--- src/rtl/lzss_decoder.sv ---
// lzss_decoder: expands an LZSS token stream (literals and distance/length
// back-references) into the original word stream using a circular history.
module lzss_decoder #(
   parameter int WORD_SIZE       = 4,
   parameter int WINDOW_SIZE     = 16,
   parameter int LOOK_AHEAD_SIZE = 4
) (
   input  logic                 clk,
   input  logic                 rst,
   input  logic [WORD_SIZE:0]   data_i,
   input  logic                 in_valid,
   output logic                 in_ready,
   output logic [WORD_SIZE-1:0] data_o,
   output logic                 o_valid,
   input  logic                 o_ready,
   output logic                 err
);
   localparam int AW = $clog2(WINDOW_SIZE);
   localparam int LW = LOOK_AHEAD_SIZE > 1 ? $clog2(LOOK_AHEAD_SIZE) : 1;
   localparam logic [AW:0] FULL = (AW+1)'(WINDOW_SIZE);

   typedef enum logic [1:0] {S_TOKEN, S_LEN, S_COPY} state_t;

   state_t               r_state, w_next;
   logic [WORD_SIZE-1:0] r_hist [WINDOW_SIZE];
   logic [AW-1:0]        r_wptr;
   logic [AW:0]          r_fill, r_dist;
   logic [LW-1:0]        r_cnt;
   logic [WORD_SIZE-1:0] r_data, w_word;
   logic                 r_valid, r_err;
   logic                 w_adv, w_acc, w_rdy, w_emit, w_ld_dist, w_ld_len, w_set_err;
   logic [AW-1:0]        w_rd;

   assign w_adv    = !r_valid || o_ready;
   assign in_ready = w_rdy && !rst;
   assign w_acc    = in_valid && in_ready;
   assign w_rd     = r_wptr - r_dist[AW-1:0];
   assign data_o   = r_data;
   assign o_valid  = r_valid;
   assign err      = r_err;

   always_comb begin
      w_next    = r_state;
      w_rdy     = 1'b0;
      w_emit    = 1'b0;
      w_word    = data_i[WORD_SIZE-1:0];
      w_ld_dist = 1'b0;
      w_ld_len  = 1'b0;
      w_set_err = 1'b0;
      case (r_state)
         S_TOKEN: begin
            w_rdy = w_adv;
            if (w_acc) begin
               w_ld_dist = data_i[WORD_SIZE];
               w_emit    = !data_i[WORD_SIZE];
               w_next    = data_i[WORD_SIZE] ? S_LEN : S_TOKEN;
            end
         end
         S_LEN: begin
            // a stray literal here is emitted, so it must also wait for the output register
            w_rdy = data_i[WORD_SIZE] || w_adv;
            if (w_acc) begin
               w_set_err = !data_i[WORD_SIZE] || (r_dist > r_fill);
               w_emit    = !data_i[WORD_SIZE];
               w_ld_len  = data_i[WORD_SIZE] && (r_dist <= r_fill);
               w_next    = w_ld_len ? S_COPY : S_TOKEN;
            end
         end
         default: begin
            if (w_adv) begin
               w_emit = 1'b1;
               w_word = r_hist[w_rd];
               w_next = (r_cnt == '0) ? S_TOKEN : S_COPY;
            end
         end
      endcase
   end

   always_ff @(posedge clk or posedge rst) begin
      if (rst) begin
         r_state <= S_TOKEN;
         r_wptr  <= '0;
         r_fill  <= '0;
         r_dist  <= '0;
         r_cnt   <= '0;
         r_data  <= '0;
         r_valid <= 1'b0;
         r_err   <= 1'b0;
      end else begin
         r_state <= w_next;
         if (w_set_err) r_err <= 1'b1;
         if (w_ld_dist) r_dist <= {1'b0, data_i[AW-1:0]} + 1'b1;
         if (w_ld_len) r_cnt <= data_i[LW-1:0];
         else if (r_state == S_COPY && w_adv) r_cnt <= r_cnt - 1'b1;
         if (w_emit) begin
            r_data  <= w_word;
            r_valid <= 1'b1;
            r_wptr  <= r_wptr + 1'b1;
            r_fill  <= (r_fill == FULL) ? r_fill : r_fill + 1'b1;
         end else if (o_ready) begin
            r_valid <= 1'b0;
         end
      end
   end

   // history is not reset; fill alone decides which entries are meaningful
   always_ff @(posedge clk) begin
      if (w_emit) r_hist[r_wptr] <= w_word;
   end
endmodule

--- config.mk ---
export PLATFORM = sky130hd
export DESIGN_NAME = lzss_decoder
export DESIGN_NICKNAME = d
export VERILOG_FILES = /design/src/rtl/lzss_decoder.sv
export SDC_FILE = /design/constraint.sdc
export NUM_CORES = 1
export LEC_CHECK = 0
export ABC_AREA = 1
export CAP_MARGIN = 20
export CORE_ASPECT_RATIO = 2
export CORE_MARGIN = 1
export CORE_UTILIZATION = 65
export DETAILED_ROUTE_END_ITERATION = 10
export PLACE_DENSITY_LB_ADDON = 0.25
export SYNTH_ARGS = -nofsm -noshare
export SYNTH_HDL_FRONTEND = slang
export SYNTH_SLANG_ARGS = --single-unit
--- constraint.sdc ---
create_clock -name clk -period 6.2 [get_ports clk]
set_clock_uncertainty 0.2 [all_clocks]
set_input_delay 0.93 -clock clk [delete_from_list [all_inputs] [get_ports clk]]
set_output_delay 0.93 -clock clk [all_outputs]
set_load 0.01 [all_outputs]
run_1/m1.png
(6 px per µm)
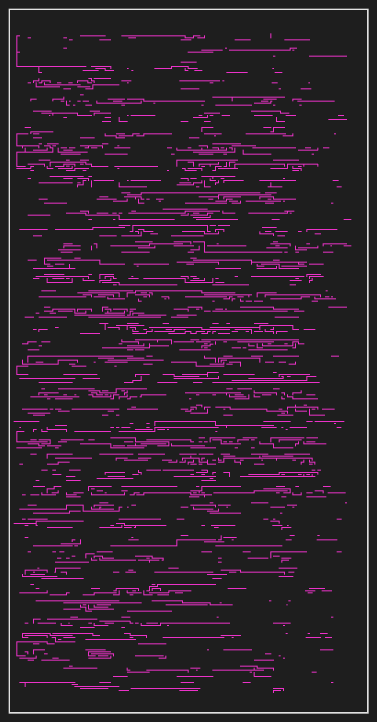
The layer holds 33% of the routed length. The wires run mostly horizontal. 442 nets have wire on it.
vias post-DR: 3109
Routed Wire Length: 9230 µm
grt met1 use: 29.7%

run_1/congestion_map.png
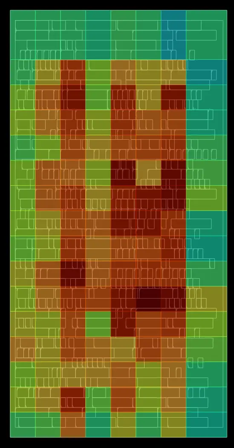
Util after Layout: 74.4%
grt met2 use: 55.1%

==> impl_metrics.env, run 1 <==
# yosys + openroad results
export IMPL_power_switching_mw=1.21
export IMPL_initial_utilization_pct=67.6
export IMPL_top_layer_used="met4"
export IMPL_crit_family="simple AND/OR/NAND/NOR gates"
export IMPL_cts_inserted_buffers=9
export IMPL_crit_required_ns=6.04
export IMPL_yosysTopAreaCellShare_pct=44.7
export IMPL_cts_tree="done"
export IMPL_top_power_group="combinational cells"
export IMPL_io_buffer_count=15
export IMPL_clock_path_buffers=2
export IMPL_period_used_pct=63.5
export IMPL_finalPower_mw=2.71
export IMPL_compound_area_share_pct=2.74
export IMPL_hold_buffers=0
export IMPL_clockRootBuffer="clkbuf_16"
export IMPL_whs_ns=0.257
export IMPL_grt_overflow=0
export IMPL_ys_warn_count=0
export IMPL_use_met3_pct=6.70
export IMPL_seq_power_share_pct=32.6
export IMPL_worst_pin_slew_ns=1.02
export IMPL_peakVddDrop_uv=409
export IMPL_status="completed"
export IMPL_nets=488
export IMPL_grt_max_degree=34
export IMPL_cp_end_kind="register"
export IMPL_route_detailed_drc=0
export IMPL_holdPathStages=1
export IMPL_cts_setup_buffers=0
export IMPL_synthTopLogicFamily="simple AND/OR/NAND/NOR gates"
export IMPL_firstDrtPassIters=4
export IMPL_rrSetupSlack_ns=2.26
run_1/closeup.png
Region (2, 75) to (27, 100) µm. Cells in grey, sequential cells in the stronger grey; small squares are vias.
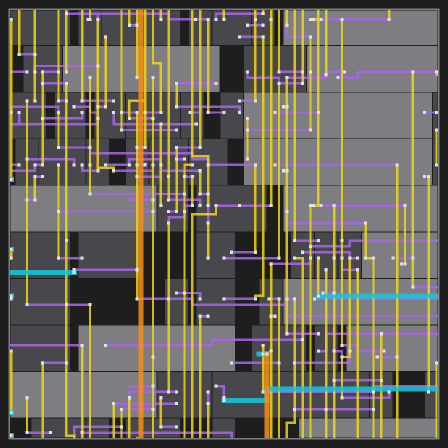
Cyan is M3. Orange is M4. Purple is M1. Yellow is M2.
Most frequent: nand2_1 (6), clkdlybuf4s50_1 (6), edfxtp_1 (6). Netlist names of flops here include r_hist (6). Sequential cells in the window: 10. 49 logic cells have their middle in the window.

[run 1: state kept, by name (all words and copies together), names as in the netlist]
register and flops:
r_dist 5, r_fill 5, data_o 4, err 1, o_valid 1, r_cnt 2
r_wptr 4, r_state 2, r_hist 64
[run 1: metrics by stage]
stage / worst slack (ns) / std cells
after floorplan: 3.62 / 448
after global placement: 2.53 / 537
after detailed placement: 2.39 / 537
after CTS: 2.35 / 553
after global routing: 1.98 / 553
final: 2.26 / 553
[run 1: layout make-up]
class | instances | area (µm²) | share of cell area, %
inverter | 64 | 240 | 5.08
tap | 86 | 108 | 2.27
sequential | 88 | 2520 | 53.3
clock buffer | 12 | 236 | 5.00
clock inverter | 4 | 21.3 | 0.449
timing repair buffer | 15 | 150 | 3.17
multi-input combinational | 284 | 1460 | 30.7
run_1/class_map.png
(4 px per µm)
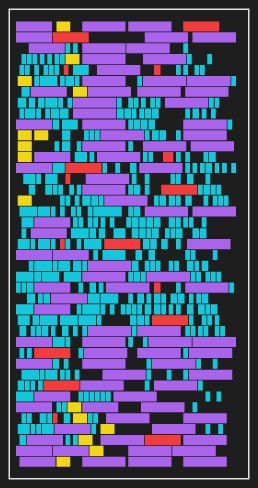

==> run 1 -> run 2 <==
CORE_UTILIZATION = 61   (was 65)
clock period = 3.9 ns   (was 6.2 ns; I/O delays follow)
run_2/class_map.png
(4 px per µm)
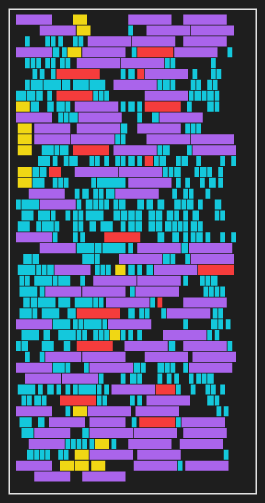
Cyan is remaining logic cells, cells 348, share of their area 36%. Purple is sequential cells, cells 88, share of their area 54%. Red is clock drivers and dummy loads, cells 16, share of their area 6.9%. Yellow is remaining buffers and delay cells, cells 17, share of their area 3.5%.

run_2/sizing.png
(4 px per µm)
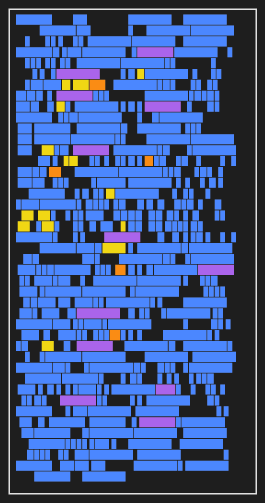
Purple is x6 and larger, cells 12, share 2.6%, most used clkbuf_16. Orange is x3 and x4, cells 5, share 1.1%, most used buf_4. Yellow is x2, cells 15, share 3.2%, most used o21ai_2. Blue is x1 and smaller, cells 437, share 93%, most used nand2_1.
Area Growth Syn to Fin: 12.1%
final setup margin: 0.700 ns
Signal buffers: 17
Finished Cell Area: 0.00482 mm²

==> impl_metrics.env, run 2 <==
# yosys + openroad results
export IMPL_crit_required_ns=3.62
export IMPL_seq_area_share_pct=52.4
export IMPL_fin_cells=559
export IMPL_hold_buffers=0
export IMPL_crit_cells=10
export IMPL_clock_path_buffers=2
export IMPL_final_nonclk_buf_share_pct=3.43
export IMPL_layout_area_top_class="registers"
export IMPL_clock_buffers=11
export IMPL_firstDrtPassIters=4
export IMPL_grt_overflow=0
export IMPL_wirelength_um=9180
export IMPL_peakVddDrop_uv=676
export IMPL_inverters_excl_clock=64
export IMPL_comb_multi_input_count=284
export IMPL_cp_end_kind="register"
export IMPL_logic_area_mm2=0.00146
export IMPL_clockRootBuffer="clkbuf_16"
export IMPL_top_regs="r_hist x64, r_dist x5, r_fill x5"
export IMPL_comb_share_pct=30.2
export IMPL_rrSetupSlack_ns=0.70
export IMPL_worst_pin_slew_ns=0.982
export IMPL_cts_setup_buffers=0
export IMPL_met2_usage_pct=49.9
export IMPL_top_layer_used="met4"
export IMPL_route_detailed_drc=0
export IMPL_use_met3_pct=5.56
export IMPL_regMostFlops="r_hist"
export IMPL_period_used_pct=82.1
export IMPL_regArea_mm2=0.00252
export IMPL_yosysTopAreaCellShare_pct=44.7
export IMPL_grt_max_degree=33
export IMPL_io_buffer_count=15
export IMPL_initial_utilization_pct=62.4
export IMPL_status="completed"
export IMPL_dp_cells=543
export IMPL_cts_tree="done"
export IMPL_routed_via_count=3091
export IMPL_globalRouteMet1Util_pct=26.8
## run 2: cell counts after synthesis
No cell type changed its count.
## run 2: logic make-up after synthesis
| family | share of synthesized area (%) |
|---|---|
| and+or+nand+nor | 23.4 |
| DFF | 58.7 |
| buffers and inverters | 7.48 |
| AOI/OAI and AO/OA | 2.74 |
| adders and majority gates | 5.12 |
| xor gates and xnor gates | 2.62 |
## run 2: per-stage QoR
step | utilization (%) | total power, mW
global route | 70.0 | 4.84
finish | 70.0 | 4.53
floorplan | - | 3.03
CTS | 70.0 | 4.52
detailed placement | 65.3 | 3.59
global placement | 65.3 | 3.51
## run 2: report_power, final
| group | internal [mW] | switching (mW) |
|---|---|---|
| sequential | 1.29 | 0.120 |
| combinational | 0.696 | 1.50 |
| clock | 0.579 | 0.346 |
| total | 2.56 | 1.97 |
run_2/congestion_map.png
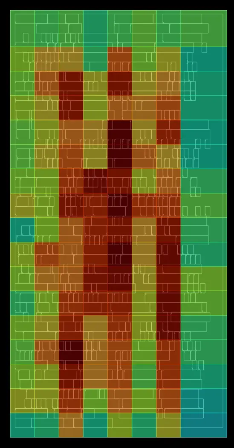

==> run 2 -> run 3 <==
clock period = 3.1 ns   (was 3.9 ns; I/O delays follow)
run_3/congestion_map.png
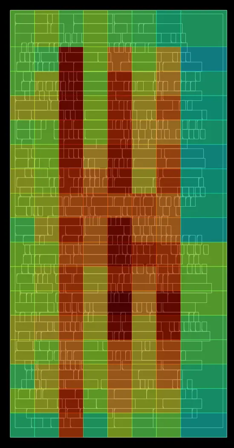
global-route usage over all layers: 28.7%
grt peak-use layer: met2

run_3/class_map.png
(4 px per µm)
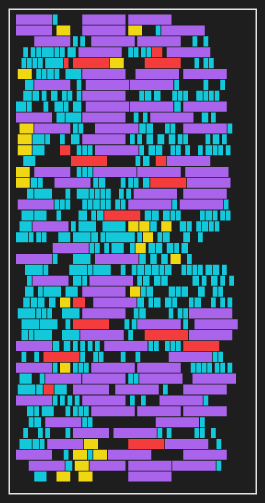
flop share of the area: 52.1%
Core ar.: 0.00689 mm²
Finished Cell Area: 0.00485 mm²

==> impl_metrics.env, run 3 <==
# yosys + openroad results
export IMPL_crit_cells=10
export IMPL_ys_warn_count=0
export IMPL_logic_area_mm2=0.00146
export IMPL_comb_share_pct=30.0
export IMPL_route_detailed_drc=0
export IMPL_flops=88
export IMPL_final_nonclk_buf_share_pct=4.49
export IMPL_use_met3_pct=5.35
export IMPL_firstDrtPassIters=4
export IMPL_cts_setup_buffers=0
export IMPL_clock_path_buffers=2
export IMPL_top_power_group="combinational cells"
export IMPL_crit_family="simple AND/OR/NAND/NOR gates"
export IMPL_hold_buffers=0
export IMPL_nets=497
export IMPL_wirelength_um=8940
export IMPL_pwr_share_clk_pct=18.8
export IMPL_status="completed"
export IMPL_seq_power_share_pct=31.3
export IMPL_dp_cells=550
export IMPL_regMostFlops="r_hist"
export IMPL_p_comb_share_pct=49.9
export IMPL_clockRootBuffer="clkbuf_16"
export IMPL_holdPathStages=1
export IMPL_swShare_pct=43.6
export IMPL_internal_power_mw=3.18
export IMPL_period_used_pct=87.4
export IMPL_globalRouteMet1Util_pct=30.0
export IMPL_clkCellAreaFrac_pct=6.15
export IMPL_p_seq_mw=1.76
export IMPL_yosysTopAreaCellShare_pct=44.7
export IMPL_nWellTaps=90
export IMPL_cp_end_kind="register"
export IMPL_rrSetupSlack_ns=0.39
export IMPL_peakVddDrop_uv=857
export IMPL_top_regs="r_hist x64, r_dist x5, r_fill x5"
export IMPL_met2_usage_pct=51.5
export IMPL_pre_cts_slack_ns=0.363
export IMPL_cts_inserted_buffers=9
export IMPL_routed_via_count=3029
==> run 3: cell counts after synthesis <==
No cell type changed its count.
==> run 3: cell families (layout without fill, tap and decap cells) <==
family | Yosys count | count (layout) | synth area share (%)
flip-flops | 88 | 88 | 58.7
AND/OR/NAND/NOR | 238 | 238 | 23.4
adder cells (fa/ha/maj) | 17 | 17 | 5.12
XOR/XNOR | 12 | 12 | 2.62
buffers and inverters | 76 | 104 | 7.48
AND-OR/OR-AND | 17 | 17 | 2.74
==> run 3: through the flow <==
stage / total power, mW / cell area (µm²)
finish: 5.64 / 4850
global route: 6.07 / 4850
CTS: 5.64 / 4850
detailed placement: 4.57 / 4550
global placement: 4.50 / 4550
floorplan: 3.82 / 4300
Power figures rest on the tool's default switching activity, not on a simulated workload.
